**Power grid**

Scale bar: 20 microns. Pins as bars on the die edge.
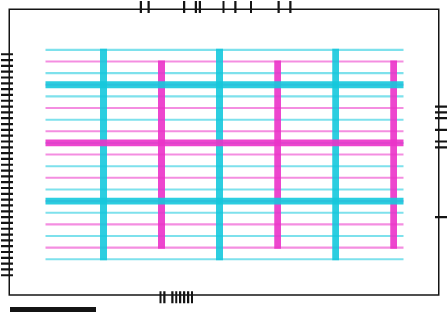
**Placed cells, one color a class**

Scale bar: 20 microns.
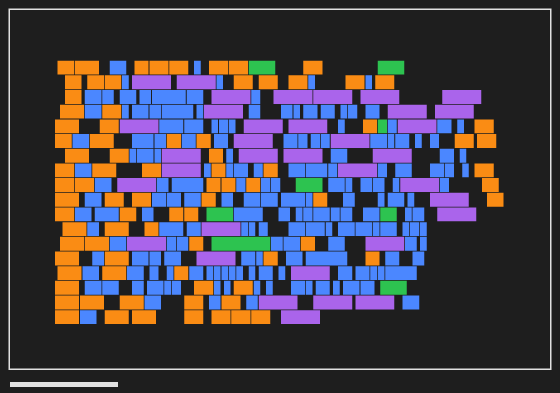
**Clock distribution**

Scale bar: 20 microns.
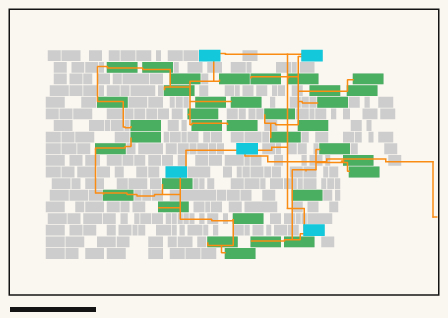
**Wiring by layer**

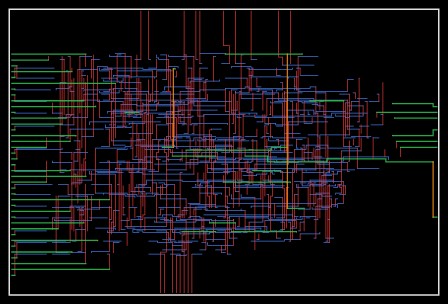
--- src/rtl/seq_cmp_pkg.sv ---
// Shared types and default sizes for the sequential block comparator.
package seq_cmp_pkg;

    // Default word width and length/index/counter width.
    localparam int NBITS_DEFAULT = 16;
    localparam int LEN_W_DEFAULT = 8;

    // Controller states.
    typedef enum logic [1:0] {
        IDLE = 2'd0,
        RUN  = 2'd1,
        DONE = 2'd2
    } cmp_state_t;

endpackage

--- src/rtl/word_eq_cmp.sv ---
// Single shared NBITS-wide equality comparator (purely combinational).
module word_eq_cmp #(
    parameter int NBITS = 16
) (
    input  logic [NBITS-1:0] a,
    input  logic [NBITS-1:0] b,
    output logic             eq
);

    // Word equality.
    assign eq = (a == b);

endmodule

--- src/rtl/seq_block_compare_ctrl.sv ---
// Sequencer that streams len word pairs through one equality comparator and
// reports a block verdict, the mismatch count and the first mismatch index.
// Optional feature macro: SEQ_CMP_EARLY_EXIT_EN -- when defined, the block ends
// on the first mismatching beat (mismatch_cnt = 1, remaining words not consumed).
module seq_block_compare_ctrl
    import seq_cmp_pkg::*;
#(
    parameter int NBITS = NBITS_DEFAULT,
    parameter int LEN_W = LEN_W_DEFAULT
) (
    input  logic             clk,
    input  logic             reset_n,
    input  logic             start,
    input  logic [LEN_W-1:0] len,
    input  logic [NBITS-1:0] a_word,
    input  logic [NBITS-1:0] b_word,
    input  logic             in_valid,
    output logic             in_ready,
    output logic             busy,
    output logic             done,
    output logic             equal,
    output logic [LEN_W-1:0] mismatch_cnt,
    output logic [LEN_W-1:0] first_idx
);

    cmp_state_t       state_r;
    cmp_state_t       state_nxt_s;
    logic [LEN_W-1:0] len_r;
    logic [LEN_W-1:0] idx_r;
    logic             word_eq_s;
    logic             beat_s;
    logic             mis_s;
    logic             last_s;
    logic             stop_s;

    word_eq_cmp #(
        .NBITS (NBITS)
    ) u_word_eq_cmp (
        .a  (a_word),
        .b  (b_word),
        .eq (word_eq_s)
    );

    assign beat_s = in_valid && in_ready;
    assign mis_s  = !word_eq_s;
    assign last_s = (idx_r == (len_r - LEN_W'(1)));

`ifdef SEQ_CMP_EARLY_EXIT_EN
    // Block ends on the last beat or on the first mismatching beat.
    assign stop_s = last_s || mis_s;
`else
    // Block ends only on the last beat; every pair is consumed.
    assign stop_s = last_s;
`endif

    // State register with synchronous active-low reset.
    always_ff @(posedge clk) begin
        if (!reset_n) begin
            state_r <= IDLE;
        end else begin
            state_r <= state_nxt_s;
        end
    end

    // Next-state decode; start is only honoured in IDLE.
    always_comb begin
        state_nxt_s = state_r;
        case (state_r)
            IDLE: begin
                if (start) begin
                    if (len != {LEN_W{1'b0}}) begin
                        state_nxt_s = RUN;
                    end else begin
                        state_nxt_s = DONE;
                    end
                end else begin
                    state_nxt_s = IDLE;
                end
            end
            RUN: begin
                if (beat_s && stop_s) begin
                    state_nxt_s = DONE;
                end else begin
                    state_nxt_s = RUN;
                end
            end
            DONE:    state_nxt_s = IDLE;
            default: state_nxt_s = IDLE;
        endcase
    end

    // Handshake and status outputs decoded from the state register.
    always_comb begin
        in_ready = 1'b0;
        busy     = 1'b0;
        done     = 1'b0;
        case (state_r)
            IDLE: begin
                in_ready = 1'b0;
            end
            RUN: begin
                in_ready = 1'b1;
                busy     = 1'b1;
            end
            DONE: begin
                done = 1'b1;
            end
            default: begin
                in_ready = 1'b0;
            end
        endcase
    end

    // Block length, beat index and result registers.
    always_ff @(posedge clk) begin
        if (!reset_n) begin
            len_r        <= {LEN_W{1'b0}};
            idx_r        <= {LEN_W{1'b0}};
            equal        <= 1'b1;
            mismatch_cnt <= {LEN_W{1'b0}};
            first_idx    <= {LEN_W{1'b0}};
        end else begin
            case (state_r)
                IDLE: begin
                    if (start) begin
                        len_r        <= len;
                        idx_r        <= {LEN_W{1'b0}};
                        equal        <= 1'b1;
                        mismatch_cnt <= {LEN_W{1'b0}};
                        first_idx    <= {LEN_W{1'b0}};
                    end
                end
                RUN: begin
                    if (beat_s) begin
                        idx_r <= idx_r + LEN_W'(1);
                        if (mis_s) begin
                            mismatch_cnt <= mismatch_cnt + LEN_W'(1);
                            // Only the first mismatch of the block records its index.
                            if (equal) begin
                                first_idx <= idx_r;
                                equal     <= 1'b0;
                            end
                        end
                    end
                end
                default: begin
                    len_r <= len_r;
                end
            endcase
        end
    end

endmodule

--- config.mk ---
export PLATFORM = sky130hd
export DESIGN_NAME = seq_block_compare_ctrl
export DESIGN_NICKNAME = d
export VERILOG_FILES = /design/src/rtl/seq_cmp_pkg.sv /design/src/rtl/word_eq_cmp.sv /design/src/rtl/seq_block_compare_ctrl.sv
export SDC_FILE = /design/constraint.sdc
export NUM_CORES = 1
export LEC_CHECK = 0
export CORE_ASPECT_RATIO = 0.6
export CORE_MARGIN = 8
export CORE_UTILIZATION = 45
export CTS_BUF_LIST = sky130_fd_sc_hd__clkbuf_8 sky130_fd_sc_hd__clkbuf_16
export CTS_CLUSTER_DIAMETER = 120
export DETAILED_ROUTE_END_ITERATION = 10
export HOLD_SLACK_MARGIN = 0.1
export PLACE_DENSITY = 0.86
export SLEW_MARGIN = 20
export SYNTH_ARGS = -nofsm -noshare
export SYNTH_HDL_FRONTEND = slang
export SYNTH_HIERARCHICAL = 1
export SYNTH_SLANG_ARGS = --single-unit
--- constraint.sdc ---
create_clock -name clk -period 2 [get_ports clk]
set_clock_uncertainty 0.15 [all_clocks]
set_input_delay 0.3 -clock clk [delete_from_list [all_inputs] [get_ports clk]]
set_output_delay 0.3 -clock clk [all_outputs]
set_load 0.02 [all_outputs]
==> impl_metrics.csv <==
group,metric,value,unit
yosys,yosysSeqAreaShare,36.7,%
route,totalWireLength,5.27,mm
final_layout,finalNetCount,353,
yosys,async_reset_ff_share,0,%
worst_hold_path,hold_end,"first_idx[7]",
route,wl_met1,2.28,mm
yosys,ys_cells,227,
worst_hold_path,holdPathStages,2,
yosys,yosysUniqueCellTypes,38,
timing,slew_viol_final,0,
route,wl_met3,584,microns
placed_design,portBuffers,63,
die,core_area,4100,sq um
clock_network,clock-sinks,35,
die,io-pin-count,64,
yosys,syn-instance-count,227,
die,die_h,66.4,microns
route,viasPerCell,5.13,
critical_path,crit_path_top_delay_cell,"clkdlybuf4s50_1",
critical_path,regToRegSetupSlack,0.13,ns
clock_network,ctsHtreeMaxLevel,2,
clock_network,cts_buffers,5,
clock_network,clockBufferDepth,2,
timing,setup_tns,0,ns
timing,setup-violations-final,0,
global_routing,grtUsageMet1,18.4,%
critical_path,crit_chain,"clkdlybuf4s50_1 > xnor2_1 > nand4_1 > nor4_2 > nand3b_1 > a21oi_2 > and4_4 > nand3_2 > xor2_1 > nor2_1",
critical_path,cp-startpoint,"a_word[7]",
die,fp_util,46.6,%
yosys,ys.flop_type,"dfxtp_1",
outcome,status,"completed",
die,dieArea,6650,sq um
final_layout,flop_area,701,sq um
yosys,top_area_share,36.7,%
clock_network,cts_hold_buffers,0,
final_layout,drive_gt1_share,14.7,%
critical_path,cp_data_arrival_time,1.94,ns
route,first_iter_violations,111,
global_routing,grt_pass1_vias,1869,
critical_path,crit_cells,10,
placed_design,routabilityCongestion,0.807,
critical_path,r2r-start,"len_r[1]",
final_layout,inv_count,3,
final_layout,clockBufferCount,5,
-- 'power grid' (at the start) --
Key: VDD = magenta; VSS = cyan
64 signal pins sit on the boundary. The core has 18 rows.

-- 'placed cells, one color a class' (at the start) --
Key: combinational and other logic = blue [cells 181]; remaining buffers and delay cells = orange [cells 83]; sequential cells = purple [cells 35]; clock drivers and dummy loads = green [cells 8]

-- 'clock distribution' (at the start) --
Key: clock wires = orange [length 476 microns]; clock drivers = cyan [count 5]; flip-flops = green [count 35]
There are 6 routed clock nets.
Clock Power Share: 37.7%
worst skew pair latency: 0.30 ns
P_clk: 0.000640 W

-- 'wiring by layer' (at the start) --
Key: metal 2 = red [wire length 2330 microns]; metal 1 = blue [wire length 2280 microns]; metal 3 = green [wire length 585 microns]; metal 4 = orange [wire length 67.3 microns]

cells in the final DEF, fill, tap and decap left out, types with 2 or more instances in the layout:
cell type,instances
nand4_1,11
and4_4,2
dfxtp_1,35
nand2_1,34
nand3b_1,3
nand2b_1,3
dlygate4sd2_1,9
and3_1,2
inv_1,3
buf_4,20
dlymetal6s2s_1,22
a21boi_0,15
xor2_2,2
o21ai_0,4
xnor2_1,24
nor4_1,3
clkdlybuf4s50_1,32
xor2_1,12
and2_1,2
nor2_1,17
a21oi_1,3
clkbuf_8,5
ha_1,2
nand3_1,15
a21boi_1,3
registers in the layout, summed over array words and instances (netlist names):
register      count
first_idx         8
idx_r             8
len_r             8
mismatch_cnt      8
state_r           2
equal             1
through the flow:
| step | area (sq um) | power, W | instances | hold slack, ns | util, % |
|---|---|---|---|---|---|
| 2_1_floorplan | 1910 | 0.000907 | 227 | 0.295 | - |
| 4_1_cts | 2820 | 0.00171 | 366 | 0.302 | 68.8 |
| 5_1_grt | 2920 | 0.00179 | 367 | 0.320 | 71.3 |
| 6_report | 2920 | 0.00170 | 367 | 0.298 | 71.3 |
| 3_3_place_gp | 2700 | 0.00107 | 357 | 0.290 | 65.9 |
| 3_5_place_dp | 2700 | 0.00108 | 357 | 0.292 | 65.9 |
repair_timing:
item / 4_1_cts / 5_1_grt
buffers inserted: 1 / 1
setup endpoints to repair: 15 / 16
resized: 13 / 29
pin swaps: 8 / 16
endpoints found under the hold margin: 0 / 0
cells by family (layout without fill, tap and decap cells):
logic type / Yosys count / count (layout) / synth area share, %
simple gates: 104 / 104 / 28.3
fa+ha+maj: 3 / 3 / 1.97
buf+inv: 14 / 94 / 3.15
xor+xnor: 39 / 39 / 17.9
compound gates: 31 / 31 / 11.4
flops: 35 / 35 / 36.7
mux: 1 / 1 / 0.525
Power is estimated from default activity; no workload was simulated.
